==> config.mk <==
export PLATFORM = sky130hd
export DESIGN_NAME = pwr_fail_sequencer
export DESIGN_NICKNAME = d
export VERILOG_FILES = /design/src/rtl/pwr_fail_sequencer.sv
export SDC_FILE = /design/constraint.sdc
export NUM_CORES = 1
export LEC_CHECK = 0
export CORE_UTILIZATION = 30
export CTS_CLUSTER_SIZE = 24
export DETAILED_ROUTE_END_ITERATION = 10
export SLEW_MARGIN = 10
export SYNTH_ARGS = -nofsm -noshare
export SYNTH_HDL_FRONTEND = slang
export SYNTH_SLANG_ARGS = --single-unit
==> constraint.sdc <==
create_clock -name clk -period 3.1 [get_ports clk]
set_input_delay 0.62 -clock clk [delete_from_list [all_inputs] [get_ports clk]]
set_output_delay 0.62 -clock clk [all_outputs]
set_load 0.02 [all_outputs]
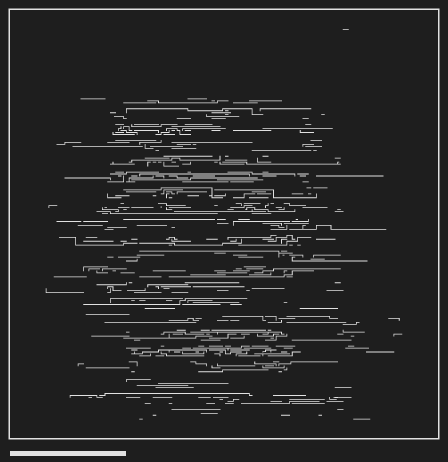
**Above:** run 1 (signal wires on met1).
The bar under the picture is 20 um long.
- share of all routed wire: 51%
- main direction: horizontal
- nets with wire on the layer: 164
- longest straight run: 24.8 um
- wire length on this layer: 1630 um
final routed wirelength across all metal layers: 3170 um
vias: 1255
routing usage on met1: 0.189

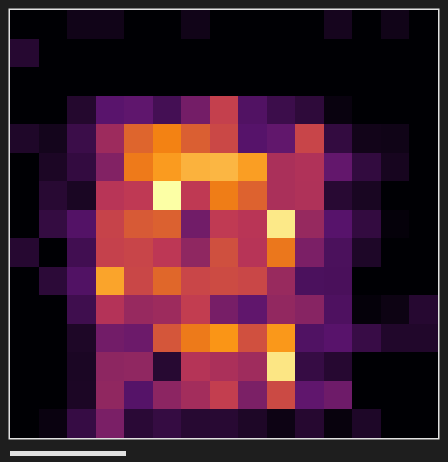
**Above:** run 1 (wiring heat map).
The bar under the picture is 20 um long. 15 x 15 tiles, from black (low) to pale yellow (high), scaled to the fullest tile. Values are wire area over tile area, all layers added.
- fullest tile: 0.41
- emptiest ninth of the die: north-east
- mean over tiles: 0.090
- tiles over half the peak: 18%
- densest ninth of the die: centre
- nearly empty tiles: 35%
total routing usage reported by global routing: 0.128
average wire length per cell after detail routing: 13.0 um

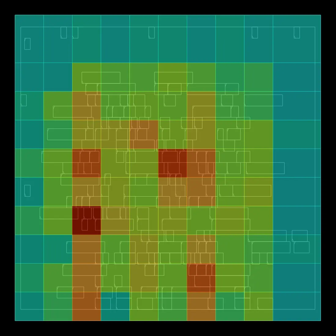
**Above:** run 1 (routing congestion).
most utilized layer in the global route result: met2
met2 routing resource usage after global routing: 0.191
utilization after layout: 0.358
met3 usage in global routing: 0.0165

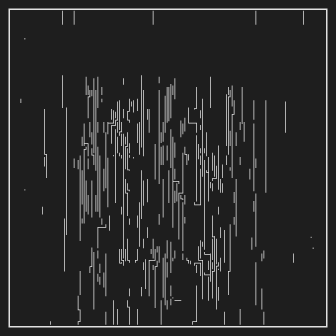
**Above:** run 1 (the metal 2 layer).
- wire length on this layer: 1420 um
- nets with wire on the layer: 147
- share of all routed wire: 45%

==> reports/highlights.md, run 1 <==
* result of the run: completed
* H-Tree Depth: 1
* cell count after placement: 240
* Worst Hold Class: register to register
* FP Rows: 25
* yosys adder share: 0.00814
* maximum buffer depth of the clock tree: 2
* tapcells inserted: 67
* clock buffers: 4
* Post-synth EDFFs: 0
* post-detailed-route DRC marker count: 0
* proportion of power drawn by the clock network: 0.169
* global-route wire length before repair: 5310 um
* Post-Place Cell Area: 1680 um^2
* Top cells excl fill/tap: sky130_fd_sc_hd__dfrtp_1, sky130_fd_sc_hd__nand2_1, sky130_fd_sc_hd__clkdlybuf4s50_1, sky130_fd_sc_hd__a21oi_1, sky130_fd_sc_hd__conb_1
* synthesized area per cell: 9.32 um^2
* number of cell instances on the worst register-to-register path: 5
* Final Setup Violations: 0
* count of multi-input combinational gates: 128
* AND-OR/OR-AND share of the synthesized area: 0.210
* Die Area: 5420 um^2
* leakage dissipation: 0.650 nW
* initial antenna violation count: 0
* Top class by area: combinational gates
* Max-slew headroom: 0.633
* Die Height: 73.6 um
* distinct cell type count after synthesis: 48
* sinks on the clock net: 25
* uppermost layer routed: met4
* r2r setup slk: 0.68 ns
* multi-input gate share of total cell area: 0.468
* yosys warns: 0
* per-cell via count in the routed design: 5.14
* post-detailed-route count of antenna-violating nets: 0
* final weighted congestion in routability-driven placement: 0.820
* post-placement setup slack: 0.374 ns
* synthesis area per yosys: 1540 um^2
* Top-area cell share: 0.407
* critical path depth: 6
* clock buffer and inverter area fraction after layout: 0.0261
* total sequential power: 455 uW
* switching power total: 494 uW
* TritonCTS clock tree: done
* worst path required time: 3.30 ns
* cycle use final: 0.795
* WHS Path Cells: 2
* top comb family, area: simple AND/OR/NAND/NOR gates
* Power Clock: 194 uW
* summed instance area of the synthesized netlist: 1540 um^2
* flip-flop count of the largest register, all copies and words added: 17
* grt total ovfl: 0
* number of DRC markers in iteration 0: 81
* total cells reported by yosys after synthesis: 165
* share of power burned in registers: 0.396
* footprint of the flip-flops and latches: 626 um^2
* Critical Path End Type: register
* core area: 4820 um^2
* # resized after CTS: 0
* Synth Area in XOR/XNOR: 0.0171
* ys async rst share: 1.00
* post-CTS setup repair buffer count: 0
* Post-CTS Hold Buffers: 0
* data arrival time of the critical path: 2.66 ns
* insertion delay to the later sink of the worst-skew pair: 0.27 ns
* tally of max-capacitance violations: 0
* non-clock inverter total of the final layout: 5
* wire length on met1: 1630 um
* fraction of synthesized area in multiplexers: 0.00651
* cells traversed along the worst timing path: clkdlybuf4s50_1, o21bai_1, o2bb2ai_2, o21ai_4, or4_2, a21oi_2
* flip-flop and latch share of the layout cell area: 0.363
* sequential cell count: 25
* Root Buffer: sky130_fd_sc_hd__clkbuf_8
* number of buffer and inverter stages on the critical path: 1
* critical path type: primary input to register
* most frequent cells after synthesis: sky130_fd_sc_hd__dfrtp_1, sky130_fd_sc_hd__nand2_1, sky130_fd_sc_hd__a21oi_1, sky130_fd_sc_hd__buf_4
* post-route setup slack: 0.634 ns
* IO Pins: 22
* Logic power comb: 501 uW
* Port-buffer cells: 13
* final count of hold timing violations: 0
* critical path's top delay family: AND-OR/OR-AND gates
**Run 1: cell density map**

The bar under the picture is 20 um long. 7 x 7 tiles, from black (low) to pale yellow (high), 0 to 100% covered.
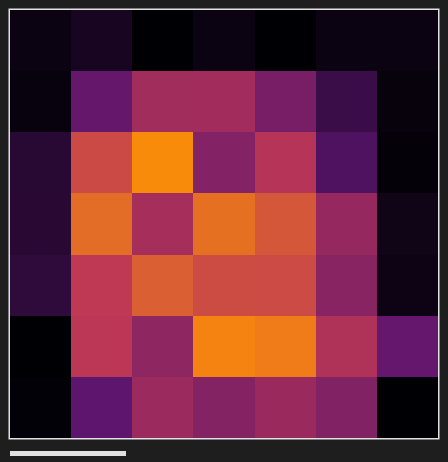

--- run 2 (diff from run 1) ---
==> constraint.sdc (replaced) <==
create_clock -name clk -period 2.46 [get_ports clk]
set_input_delay 0.492 -clock clk [delete_from_list [all_inputs] [get_ports clk]]
set_output_delay 0.492 -clock clk [all_outputs]
set_load 0.02 [all_outputs]
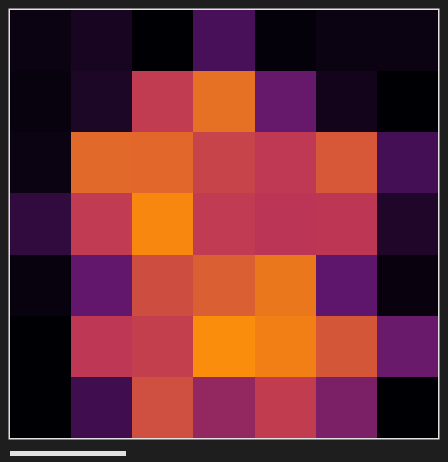
**Above:** run 2 (cell density map).
The bar under the picture is 20 um long. 7 x 7 tiles, from black (low) to pale yellow (high), 0 to 100% covered.
- tiles over 75% full: 2.0%
- nearly empty tiles: 12%
- emptiest ninth of the die: north-east
utilization after layout: 0.383
core area: 4820 um^2
effective utilization at floorplan: 0.319

==> run 2 against run 1 <==
Sequential share of layout area down 2.4 points. Hold slack worse by 0.0034 ns. Flip-flop count unchanged. Cell count up 6.6%. Critical path type is now register to register. Largest power group unchanged.
==> reports/highlights.md, run 2 <==
* number of buffer and inverter stages on the critical path: 1
* post-detailed-route DRC marker count: 0
* TritonCTS clock tree: done
* critical path's top delay family: simple AND/OR/NAND/NOR gates
* met3 usage in global routing: 0.0165
* final weighted congestion in routability-driven placement: 0.843
* critical path depth: 6
* Worst Hold Class: register to register
* grt total ovfl: 0
* Post-synth EDFFs: 0
* per-cell via count in the routed design: 5.06
* post-detailed-route count of antenna-violating nets: 0
* share of power burned in registers: 0.351
* # resized after CTS: 0
* Post-CTS Hold Buffers: 0
* FP Rows: 25
* sequential cell count: 25
* synthesis area per yosys: 1540 um^2
* data arrival time of the critical path: 2.46 ns
* footprint of the flip-flops and latches: 626 um^2
* non-clock inverter total of the final layout: 5
* initial antenna violation count: 0
* Logic power comb: 780 uW
* Final Setup Violations: 0
* yosys adder share: 0.00814
* sinks on the clock net: 25
* WHS Path Cells: 2
* tapcells inserted: 67
* H-Tree Depth: 1
* fraction of synthesized area in multiplexers: 0.00651
* flip-flop and latch share of the layout cell area: 0.339
* tally of max-capacitance violations: 0
* top comb family, area: simple AND/OR/NAND/NOR gates
* uppermost layer routed: met4
* number of cell instances on the worst register-to-register path: 6
* cell count after placement: 253
* switching power total: 665 uW
* Synth Area in XOR/XNOR: 0.0171
* Root Buffer: sky130_fd_sc_hd__clkbuf_8
* Die Height: 73.6 um
* yosys warns: 0
* final count of hold timing violations: 0
* synthesized area per cell: 9.32 um^2
* insertion delay to the later sink of the worst-skew pair: 0.27 ns
* post-CTS setup repair buffer count: 0
* Port-buffer cells: 13
* clock buffers: 4
* ys async rst share: 1.00
* leakage dissipation: 0.732 nW
* IO Pins: 22
* most frequent cells after synthesis: sky130_fd_sc_hd__dfrtp_1, sky130_fd_sc_hd__nand2_1, sky130_fd_sc_hd__a21oi_1, sky130_fd_sc_hd__buf_4
* Max-slew headroom: 0.627
* multi-input gate share of total cell area: 0.437
* Post-Place Cell Area: 1780 um^2
* post-placement setup slack: 0.0563 ns
* flip-flop count of the largest register, all copies and words added: 17
* most utilized layer in the global route result: met2
* Die Area: 5420 um^2
* result of the run: completed
* maximum buffer depth of the clock tree: 2
* count of multi-input combinational gates: 128
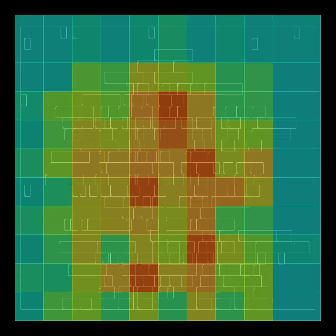
**Above:** run 2 (routing congestion).
routing usage on met1: 0.203
average wire length per cell after detail routing: 13.2 um
met2 routing resource usage after global routing: 0.210
total routing usage reported by global routing: 0.141

Power figures rest on the tool's default switching activity, not on a simulated workload.
